Figure 1. Gate families picked out (run 1).
Scale bar: 50 µm.
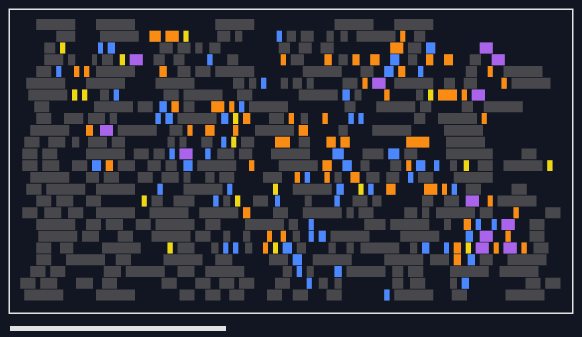
Figure 2. Routing congestion (run 1).
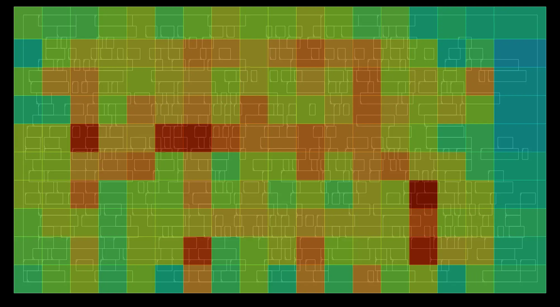
Figure 3. Metal 3 (run 1).
Cells faint in the background.
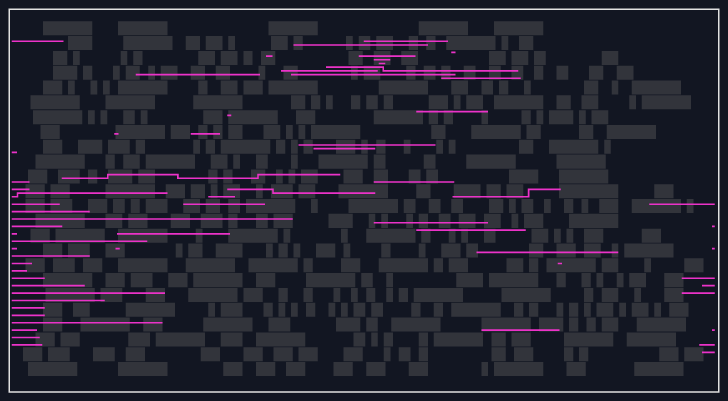
[config.mk]
export PLATFORM = sky130hd
export DESIGN_NAME = i2c_init_seq_flat
export DESIGN_NICKNAME = d
export VERILOG_FILES = /design/src/rtl/i2c_pkg.sv /design/src/rtl/i2c_init_seq_if.sv /design/src/rtl/i2c_delay_ms.sv /design/src/rtl/i2c_init_seq.sv /design/src/flat_wrapper.sv
export SDC_FILE = /design/constraint.sdc
export NUM_CORES = 1
export LEC_CHECK = 0
export CELL_PAD_IN_SITES_DETAIL_PLACEMENT = 1
export CELL_PAD_IN_SITES_GLOBAL_PLACEMENT = 1
export CORE_AREA = 2 2 128 68
export DETAILED_ROUTE_END_ITERATION = 7
export DIE_AREA = 0 0 130 70
export PLACE_DENSITY_LB_ADDON = 0.1
export SETUP_SLACK_MARGIN = 0.3
export SYNTH_ARGS = -nofsm -noshare
export SYNTH_HDL_FRONTEND = slang
export SYNTH_SLANG_ARGS = --single-unit
[constraint.sdc]
create_clock -name clk -period 4.8 [get_ports clk]
set_input_delay 0.72 -clock clk [delete_from_list [all_inputs] [get_ports clk]]
set_output_delay 0.72 -clock clk [all_outputs]
set_load 0.1 [all_outputs]
[src/rtl/i2c_pkg.sv]
// Shared types and constants for the I2C register-init sequencer.
package i2c_pkg;

  typedef enum logic [3:0] {
    IDLE,
    FETCH,
    DECODE,
    START,
    GUARD,
    WAIT,
    GAP,
    DELAY,
    ADV
  } state_t;

  // Register index of all ones is the escape code; with value FF it ends the table.
  localparam logic [7:0] END_REGV  = 8'hFF;
  localparam int         GUARD_LEN = 2;

endpackage

[src/rtl/i2c_init_seq_if.sv]
// ROM fetch and byte-writer handshake bundle between the sequencer and its neighbours.
interface i2c_init_seq_if #(
  parameter int REGI_MSB = 7,
  parameter int ADDR_MSB = 7
);
  logic [ADDR_MSB:0]   tbl_addr;
  logic [REGI_MSB+8:0] tbl_data;
  logic [REGI_MSB:0]   i2c_regi;
  logic [7:0]          i2c_regv;
  logic                i2c_start;
  logic                i2c_done;

  modport master (
    output tbl_addr, i2c_regi, i2c_regv, i2c_start,
    input  tbl_data, i2c_done
  );

  modport slave (
    input  tbl_addr, i2c_regi, i2c_regv, i2c_start,
    output tbl_data, i2c_done
  );
endinterface

[src/rtl/i2c_delay_ms.sv]
// Down-counter shared by the post-write gap (plain cycle count) and the
// millisecond delay entries (cycle prescaler feeding an ms count).
module i2c_delay_ms #(
  parameter int CYC_W     = 16,
  parameter int MS_RELOAD = 24999
) (
  input  logic             clk,
  input  logic             reset,
  input  logic             load_i,
  input  logic             ms_mode_i,
  input  logic [CYC_W-1:0] cyc_ld_i,
  input  logic [7:0]       ms_ld_i,
  input  logic             en_i,
  output logic             zero_o
);
  logic [CYC_W-1:0] cyc_q, cyc_d;
  logic [7:0]       ms_q, ms_d;
  logic             mode_q, mode_d;

  assign zero_o = mode_q ? (ms_q == 8'd0) : (cyc_q == '0);

  always_comb begin
    cyc_d  = cyc_q;
    ms_d   = ms_q;
    mode_d = mode_q;
    if (load_i) begin
      cyc_d  = cyc_ld_i;
      ms_d   = ms_ld_i;
      mode_d = ms_mode_i;
    end else if (en_i && !zero_o) begin
      // In ms mode the cycle counter is a prescaler that rolls over once per ms.
      if (mode_q && cyc_q == '0) begin
        cyc_d = CYC_W'(MS_RELOAD);
        ms_d  = ms_q - 8'd1;
      end else begin
        cyc_d = cyc_q - CYC_W'(1);
      end
    end
  end

  always_ff @(posedge clk or posedge reset) begin
    if (reset) begin
      cyc_q  <= '0;
      ms_q   <= '0;
      mode_q <= 1'b0;
    end else begin
      cyc_q  <= cyc_d;
      ms_q   <= ms_d;
      mode_q <= mode_d;
    end
  end
endmodule

[src/rtl/i2c_init_seq.sv]
// Table-driven register-init sequencer feeding the single-byte I2C writer.
// Optional WAIT watchdog with sticky timeout output: define I2C_INIT_SEQ_TIMEOUT_EN.
module i2c_init_seq
  import i2c_pkg::*;
#(
  parameter int REGI_MSB   = 7,
  parameter int ADDR_MSB   = 7,
  parameter int MS_CYCLES  = 25000,
  parameter int GAP_CYCLES = 255
) (
  input  logic              clk,
  input  logic              reset,
  input  logic              go,
  output logic              busy,
  output logic              finished,
  output logic [ADDR_MSB:0] wr_count,
`ifdef I2C_INIT_SEQ_TIMEOUT_EN
  output logic              timeout,
`endif
  i2c_init_seq_if.master    bus
);
  localparam int CYC_MAX = (MS_CYCLES - 1 > GAP_CYCLES) ? MS_CYCLES - 1 : GAP_CYCLES;
  localparam int CYC_W   = (CYC_MAX < 2) ? 1 : $clog2(CYC_MAX + 1);

  state_t            state_q, state_d;
  logic [ADDR_MSB:0] addr_q, addr_d;
  logic [REGI_MSB:0] regi_q, regi_d;
  logic [7:0]        regv_q, regv_d;
  logic              fin_q, fin_d;
  logic [ADDR_MSB:0] wrc_q, wrc_d;
  logic [1:0]        grd_q, grd_d;
`ifdef I2C_INIT_SEQ_TIMEOUT_EN
  logic [15:0]       wd_q, wd_d;
  logic              to_q, to_d;
`endif

  logic [REGI_MSB:0] e_regi;
  logic [7:0]        e_regv;
  logic              e_esc;
  logic              cnt_ld, cnt_ms, cnt_en, cnt_zero;
  logic [CYC_W-1:0]  cnt_cyc;
  logic [7:0]        cnt_ms_ld;

  assign e_regi = bus.tbl_data[REGI_MSB+8:8];
  assign e_regv = bus.tbl_data[7:0];
  assign e_esc  = &e_regi;

  i2c_delay_ms #(
    .CYC_W    (CYC_W),
    .MS_RELOAD(MS_CYCLES - 1)
  ) u_dly (
    .clk      (clk),
    .reset    (reset),
    .load_i   (cnt_ld),
    .ms_mode_i(cnt_ms),
    .cyc_ld_i (cnt_cyc),
    .ms_ld_i  (cnt_ms_ld),
    .en_i     (cnt_en),
    .zero_o   (cnt_zero)
  );

  always_comb begin
    state_d   = state_q;
    addr_d    = addr_q;
    regi_d    = regi_q;
    regv_d    = regv_q;
    fin_d     = fin_q;
    wrc_d     = wrc_q;
    grd_d     = grd_q;
`ifdef I2C_INIT_SEQ_TIMEOUT_EN
    wd_d      = wd_q;
    to_d      = to_q;
`endif
    cnt_ld    = 1'b0;
    cnt_ms    = 1'b0;
    cnt_en    = 1'b0;
    cnt_cyc   = CYC_W'(GAP_CYCLES);
    cnt_ms_ld = 8'd0;
    unique case (state_q)
      IDLE: if (go) begin
        addr_d  = '0;
        wrc_d   = '0;
        fin_d   = 1'b0;
`ifdef I2C_INIT_SEQ_TIMEOUT_EN
        to_d    = 1'b0;
`endif
        state_d = FETCH;
      end
      FETCH: state_d = DECODE;
      DECODE: begin
        if (!e_esc) begin
          regi_d  = e_regi;
          regv_d  = e_regv;
          state_d = START;
        end else if (e_regv == END_REGV) begin
          fin_d   = 1'b1;
          state_d = IDLE;
        end else begin
          cnt_ld    = 1'b1;
          cnt_ms    = 1'b1;
          cnt_cyc   = CYC_W'(MS_CYCLES - 1);
          cnt_ms_ld = e_regv;
          state_d   = DELAY;
        end
      end
      START: begin
        wrc_d   = wrc_q + 1'b1;
        grd_d   = 2'(GUARD_LEN - 1);
`ifdef I2C_INIT_SEQ_TIMEOUT_EN
        wd_d    = '0;
`endif
        state_d = GUARD;
      end
      // done from the previous write may still be high here; ignore it
      GUARD: begin
        if (grd_q == 2'd0) state_d = WAIT;
        else               grd_d   = grd_q - 2'd1;
      end
      WAIT: begin
        if (bus.i2c_done) begin
          cnt_ld  = 1'b1;
          state_d = GAP;
        end
`ifdef I2C_INIT_SEQ_TIMEOUT_EN
        else if (wd_q == 16'hFFFF) begin
          to_d    = 1'b1;
          cnt_ld  = 1'b1;
          state_d = GAP;
        end else begin
          wd_d = wd_q + 16'd1;
        end
`endif
      end
      GAP, DELAY: begin
        cnt_en = 1'b1;
        if (cnt_zero) state_d = ADV;
      end
      ADV: begin
        if (&addr_q) begin
          fin_d   = 1'b1;
          state_d = IDLE;
        end else begin
          addr_d  = addr_q + 1'b1;
          state_d = FETCH;
        end
      end
      default: state_d = IDLE;
    endcase
  end

  always_ff @(posedge clk or posedge reset) begin
    if (reset) begin
      state_q <= IDLE;
      addr_q  <= '0;
      regi_q  <= '0;
      regv_q  <= '0;
      fin_q   <= 1'b0;
      wrc_q   <= '0;
      grd_q   <= '0;
`ifdef I2C_INIT_SEQ_TIMEOUT_EN
      wd_q    <= '0;
      to_q    <= 1'b0;
`endif
    end else begin
      state_q <= state_d;
      addr_q  <= addr_d;
      regi_q  <= regi_d;
      regv_q  <= regv_d;
      fin_q   <= fin_d;
      wrc_q   <= wrc_d;
      grd_q   <= grd_d;
`ifdef I2C_INIT_SEQ_TIMEOUT_EN
      wd_q    <= wd_d;
      to_q    <= to_d;
`endif
    end
  end

  assign bus.tbl_addr  = addr_q;
  assign bus.i2c_regi  = regi_q;
  assign bus.i2c_regv  = regv_q;
  assign bus.i2c_start = (state_q == START);
  assign busy          = (state_q != IDLE);
  assign finished      = fin_q;
  assign wr_count      = wrc_q;
`ifdef I2C_INIT_SEQ_TIMEOUT_EN
  assign timeout       = to_q;
`endif
endmodule

[src/flat_wrapper.sv]
// flat-port wrapper written by rule: the top's interface ports become plain ports
module i2c_init_seq_flat import i2c_pkg::*;
#(
  parameter int REGI_MSB   = 7,
  parameter int ADDR_MSB   = 7,
  parameter int MS_CYCLES  = 25000,
  parameter int GAP_CYCLES = 255
)
  (clk, reset, go, busy, finished, wr_count, bus_tbl_addr, bus_i2c_regi, bus_i2c_regv, bus_i2c_start, bus_tbl_data, bus_i2c_done);
  i2c_init_seq_if #(.REGI_MSB(REGI_MSB), .ADDR_MSB(ADDR_MSB)) bus_i ();
  input  logic clk;
  input  logic reset;
  input  logic go;
  output logic busy;
  output logic finished;
  output logic [ADDR_MSB:0] wr_count;
  output wire logic [$bits(bus_i.tbl_addr)-1:0] bus_tbl_addr;
  output wire logic [$bits(bus_i.i2c_regi)-1:0] bus_i2c_regi;
  output wire logic [$bits(bus_i.i2c_regv)-1:0] bus_i2c_regv;
  output wire logic [$bits(bus_i.i2c_start)-1:0] bus_i2c_start;
  input wire logic [$bits(bus_i.tbl_data)-1:0] bus_tbl_data;
  input wire logic [$bits(bus_i.i2c_done)-1:0] bus_i2c_done;
  assign bus_tbl_addr = bus_i.tbl_addr;
  assign bus_i2c_regi = bus_i.i2c_regi;
  assign bus_i2c_regv = bus_i.i2c_regv;
  assign bus_i2c_start = bus_i.i2c_start;
  assign bus_i.tbl_data = bus_tbl_data;
  assign bus_i.i2c_done = bus_i2c_done;
  i2c_init_seq #(.REGI_MSB(REGI_MSB), .ADDR_MSB(ADDR_MSB), .MS_CYCLES(MS_CYCLES), .GAP_CYCLES(GAP_CYCLES)) u_core (.clk(clk), .reset(reset), .go(go), .busy(busy), .finished(finished), .wr_count(wr_count), .bus(bus_i));
endmodule
==> summary.txt, run 1 <==
run metrics: main combinational cell family by area after synthesis=simple AND/OR/NAND/NOR gates, top logic cell by instance count in the layout=dfrtp_1, total number of vias=2963, endpoint arrival time on the critical path=2820 ps, cells resized by post-CTS repair=0, number of diodes=0, number of different library cells in the post-synthesis netlist=63, simple-gate share of the synthesized area=21.23%, sort of element at the start of the critical path=flip-flop, Worst Hold Depth=1, total clock buffers created by CTS=9, xor and xnor area share after synthesis=3.107%, MaxCap Viol Count=0, maximum clock insertion buffer count=2, Critical Path Fanout Max=11, Final #Nets=428, Worst-Margin Slew=1033 ps, number of flip-flops and latches=63, commonest non-fill, non-tap cells in the layout=63 x dfrtp_1, 54 x clkdlybuf4s50_1, 34 x nand2_1, 28 x nor2_1, 20 x o21ai_0, area taken by flip-flops and latches=1577 µm², wl on met1=5193 µm, timing-limited maximum frequency=282.2 MHz, Max stage delay on crit path=1170 ps, y dimension of the die=70 µm, R2R setup slack=1610 ps, total overflow reported by the global router=0, element type at the critical path end=primary output, run status=complete, no violations, clk_lat worst skew=340 ps, unrepaired setup endpoints after global routing=no, clk sink count=63, number of placed instances with taps included=507, hold wc startpoint=u_core.grd_q[0]$_DFFE_PP0P_, async set-or-reset flop fraction in the synthesized netlist=100.0%, DR WL met3=786 µm, mux frac, synth=5.584%, WL met2=3827 µm, area added between synthesis and finish=28.07%, Nets at Floorplan=376, Clock Skew=9.760 ps, Seq share, synth=46.60%, number of buffer and inverter instances along the worst setup path=2, initial drt markers=247, minimum hold slack=473.3 ps, register fraction of the total cell area=36.38%, leading cell category by total area=logic gates, uppermost metal layer occupied by signal nets=met4, overall die width=130 µm, TritonCTS clock tree=done, Non-clock buffering overhead=12.82%, Clock-cell share=7.161%, instance area after placement=4023 µm², clkbuf count=13, number of standard cells reported by yosys=349, share of cells above drive strength 1=10.10%, setup ws final=1256 ps, terminus of the critical flop-to-flop path=u_core.u_dly.ms_q[1]$_DFFE_PP0P_, logic depth of the worst register-to-register path=7, number of standard cells after synthesis=349, series of cell instances along the critical path=nor2b_1 -> nand2_1 -> clkinv_1 -> clkdlybuf4s50_1, final instance count without filler cells=523, inverter tally of the final layout excluding the clock network=17, Mapped Area=3383 µm², Final GP Congestion=0.8466, # IOs=55, HPWL reported at the end of detailed placement=7405 µm, vias in the first global route=2942, initial antenna violation count=0, area fraction of the dominant cell type after synthesis=46.60%, final tally of hold violations=0, Final setup violation count=0, type of the most critical hold path=reg -> reg, total number of tap cells=117, terminating pin of the worst hold path=u_core.grd_q[0]$_DFFE_PP0P_, Setup Buffers After CTS=0, startpoint of the worst-slack reg-to-reg timing path=u_core.u_dly.cyc_q[0]$_DFFE_PP0P_, H-tree Lvls=3, post-layout min period=3544 ps, ANT nets after route=0, drt pass-1 iters=5, pre-CTS setup slack=1638 ps, Synth flops=63, number of warnings printed during yosys synthesis=0, wire length of the first global-routing pass=16040 µm, largest area contributor in the netlist=dfrtp_1, largest register by flop count=u_core.u_dly.cyc_q, Fillers=926, AND-OR/OR-AND share of the synthesized area=17.16%, largest cells by area after synthesis=dfrtp_1 47%, mux2_2 5.0%, nand2_1 3.8%, category of cells accounting for the largest share of critical-path delay=buffers and inverters, layout multi-input combinational cell count=254
## Picture notes: Figure 1
inv cells -> yellow  # cells 17, most used inv_1, where spread over the die
nand cells -> blue  # cells 57, most used nand2_1
nor cells -> orange  # cells 58, most used nor2_1
xor and xnor cells -> purple  # cells 12, where spread over the die

## Picture notes: Figure 2
met1 GRT Util: 36.70%
Wirelength per Cell: 18.95 µm
grt peak-use layer: met1
global-route usage over all layers: 23.19%
met2 demand-to-capacity share in global routing: 29.55%

## Picture notes: Figure 3
nets with wire on the layer = 55
longest straight run = 51.3 µm
wire length on this layer = 786 µm

==> run 1: cells in the mapped netlist, drive strengths merged (5+ instances only) <==
library cell and count:
dfrtp 63, nand2 34, nor2 28, o21ai 22
inv 16, mux2 15, nor3 13, nand3 12
a21oi 11, clkbuf 10, ha 7, nand4 7
o211ai 7, nor4 6, xnor2 6, xor2 6
and4 5, buf 5, nor4b 5
## Run 2: what changed since run 1
--- a/config.mk
+++ b/config.mk
@@ -7,9 +7,9 @@
 export LEC_CHECK = 0
 export CELL_PAD_IN_SITES_DETAIL_PLACEMENT = 1
 export CELL_PAD_IN_SITES_GLOBAL_PLACEMENT = 1
-export CORE_AREA = 2 2 128 68
+export CORE_AREA = 2 2 132 70
 export DETAILED_ROUTE_END_ITERATION = 7
-export DIE_AREA = 0 0 130 70
+export DIE_AREA = 0 0 134 72
 export PLACE_DENSITY_LB_ADDON = 0.1
 export SETUP_SLACK_MARGIN = 0.3
 export SYNTH_ARGS = -nofsm -noshare
==> constraint.sdc (replaced) <==
create_clock -name clk -period 3.62 [get_ports clk]
set_input_delay 0.543 -clock clk [delete_from_list [all_inputs] [get_ports clk]]
set_output_delay 0.543 -clock clk [all_outputs]
set_load 0.1 [all_outputs]
Figure 4. Drive-strength map (run 2).
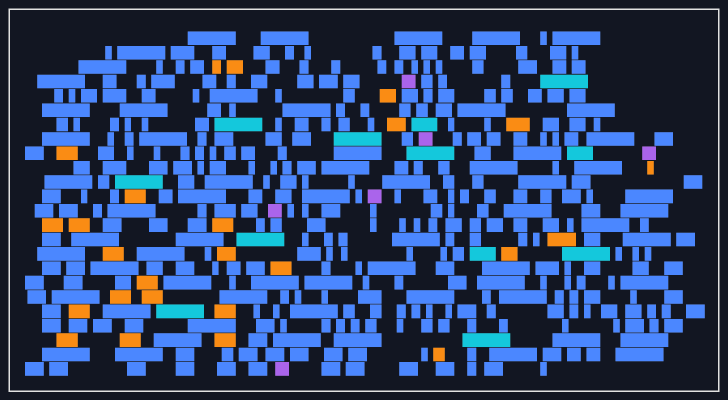
x3 and x4 -> purple  # cells 6
x2 -> orange  # cells 25
x6 and larger -> cyan  # cells 12
x1 and smaller -> blue  # cells 363

==> summary.txt, run 2 <==
run metrics: run status=complete, no violations, setup ws final=638.2 ps, clock slew at reported path FFs=50 ps, final instance count without filler cells=523, flip-flop count of the largest register, all copies and words added=15, startpoint of the worst-slack reg-to-reg timing path=u_core.u_dly.cyc_q[1]$_DFFE_PP0P_, final tally of hold violations=0, Clock Skew=5.631 ps, Worst-Margin Slew=1029 ps, initial antenna violation count=0, inverter tally of the final layout excluding the clock network=17, Final #Nets=431, global-route usage over all layers=23.20%, Fillers=930, Critical Path Fanout Max=11, Non-clock buffering overhead=13.34%, wl on met1=5343 µm, terminating pin of the worst hold path=u_core.grd_q[0]$_DFFE_PP0P_, pre-CTS setup slack=888.7 ps, layout multi-input combinational cell count=254, total clock buffers created by CTS=9, most numerous cell types in the synthesized netlist=63 x dfrtp_1, 34 x nand2_1, 28 x nor2_1, 20 x o21ai_0, 16 x inv_1, # IOs=55, total overflow reported by the global router=0, chip area line of the yosys report=3383 µm², y dimension of the die=72 µm, series of cell instances along the critical path=nor4_1 -> inv_1 -> clkdlybuf4s50_1, Synth top cell by count=dfrtp_1, R2R setup slack=690 ps, timing-limited maximum frequency=335.4 MHz, Synth flops=63, clk sink count=63, commonest non-fill, non-tap cells in the layout=63 x dfrtp_1, 53 x clkdlybuf4s50_1, 34 x nand2_1, 28 x nor2_1, 20 x o21ai_0, register fraction of the total cell area=36.54%, worst rel slew slack=31.21%, endpoint arrival time on the critical path=2440 ps, clkbuf count=12, Final setup violation count=0, total number of tap cells=117, overall die width=134 µm, number of flip-flops and latches=63, MaxCap Viol Count=0, area added between synthesis and finish=27.51%, Final GP Congestion=0.8922, minimum hold slack=498.1 ps, post-layout min period=2982 ps, initial drt markers=243, sort of element at the start of the critical path=flip-flop, HPWL reported at the end of detailed placement=7676 µm, largest cells by area after synthesis=dfrtp_1 47%, mux2_2 5.0%, nand2_1 3.8%, unrepaired setup endpoints after global routing=no, number of standard cells after synthesis=349, TritonCTS clock tree=done, hold wc startpoint=u_core.grd_q[0]$_DFFE_PP0P_, wire length of the first global-routing pass=17060 µm, top logic cell by instance count in the layout=dfrtp_1, maximum clock insertion buffer count=2, DR WL met3=874 µm, Wirelength per Cell=19.83 µm, number of warnings printed during yosys synthesis=0, Nets at Floorplan=376, Setup Buffers After CTS=0, Max stage delay on crit path=1000 ps, largest register by flop count=u_core.u_dly.cyc_q, cells resized by post-CTS repair=0, number of standard cells reported by yosys=349, area fraction of the dominant cell type after synthesis=46.60%, Worst Hold Depth=1, Clock-cell share=6.294%, number of different library cells in the post-synthesis netlist=63, Seq share, synth=46.60%, H-tree Lvls=3, vias in the first global route=3121, async set-or-reset flop fraction in the synthesized netlist=100.0%, uppermost metal layer occupied by signal nets=met4, Mapped Area=3383 µm², share of cells above drive strength 1=10.59%, total number of vias=3036, number of diodes=0
Figure 5. Routing congestion (run 2).
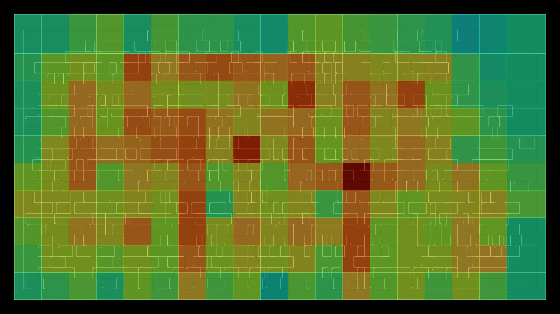
utilization of the core after routing: 51.13%
global-route met3 utilization: 7.198%

run 2: cell counts after synthesis:
Identical to the previous run, type by type.
run 2: logic make-up (layout without fill, tap and decap cells):
logic type	count (synthesis)	in the layout	synth area share [%]
flip-flops	63	63	46.60
multiplexers	17	17	5.584
AND/OR/NAND/NOR	135	135	21.23
XOR/XNOR	12	12	3.106
adder cells (fa/ha/maj)	7	7	2.589
buffers and inverters	32	89	3.735
AND-OR/OR-AND	83	83	17.16
run 2: layer usage:
layer | global-route usage, % | vias up
met4 | 6.147 | 0
li1 | - | 1399
met3 | 7.198 | 12
met1 | 34.97 | 1508
met2 | 31.97 | 117
met5 | 0 | -
run 2: worst max-delay path, delay by kind of cell (launching register included):
family	cells	cell delay, ps
buffers and inverters	2	1110
AND/OR/NAND/NOR	1	490
flip-flops	1	500
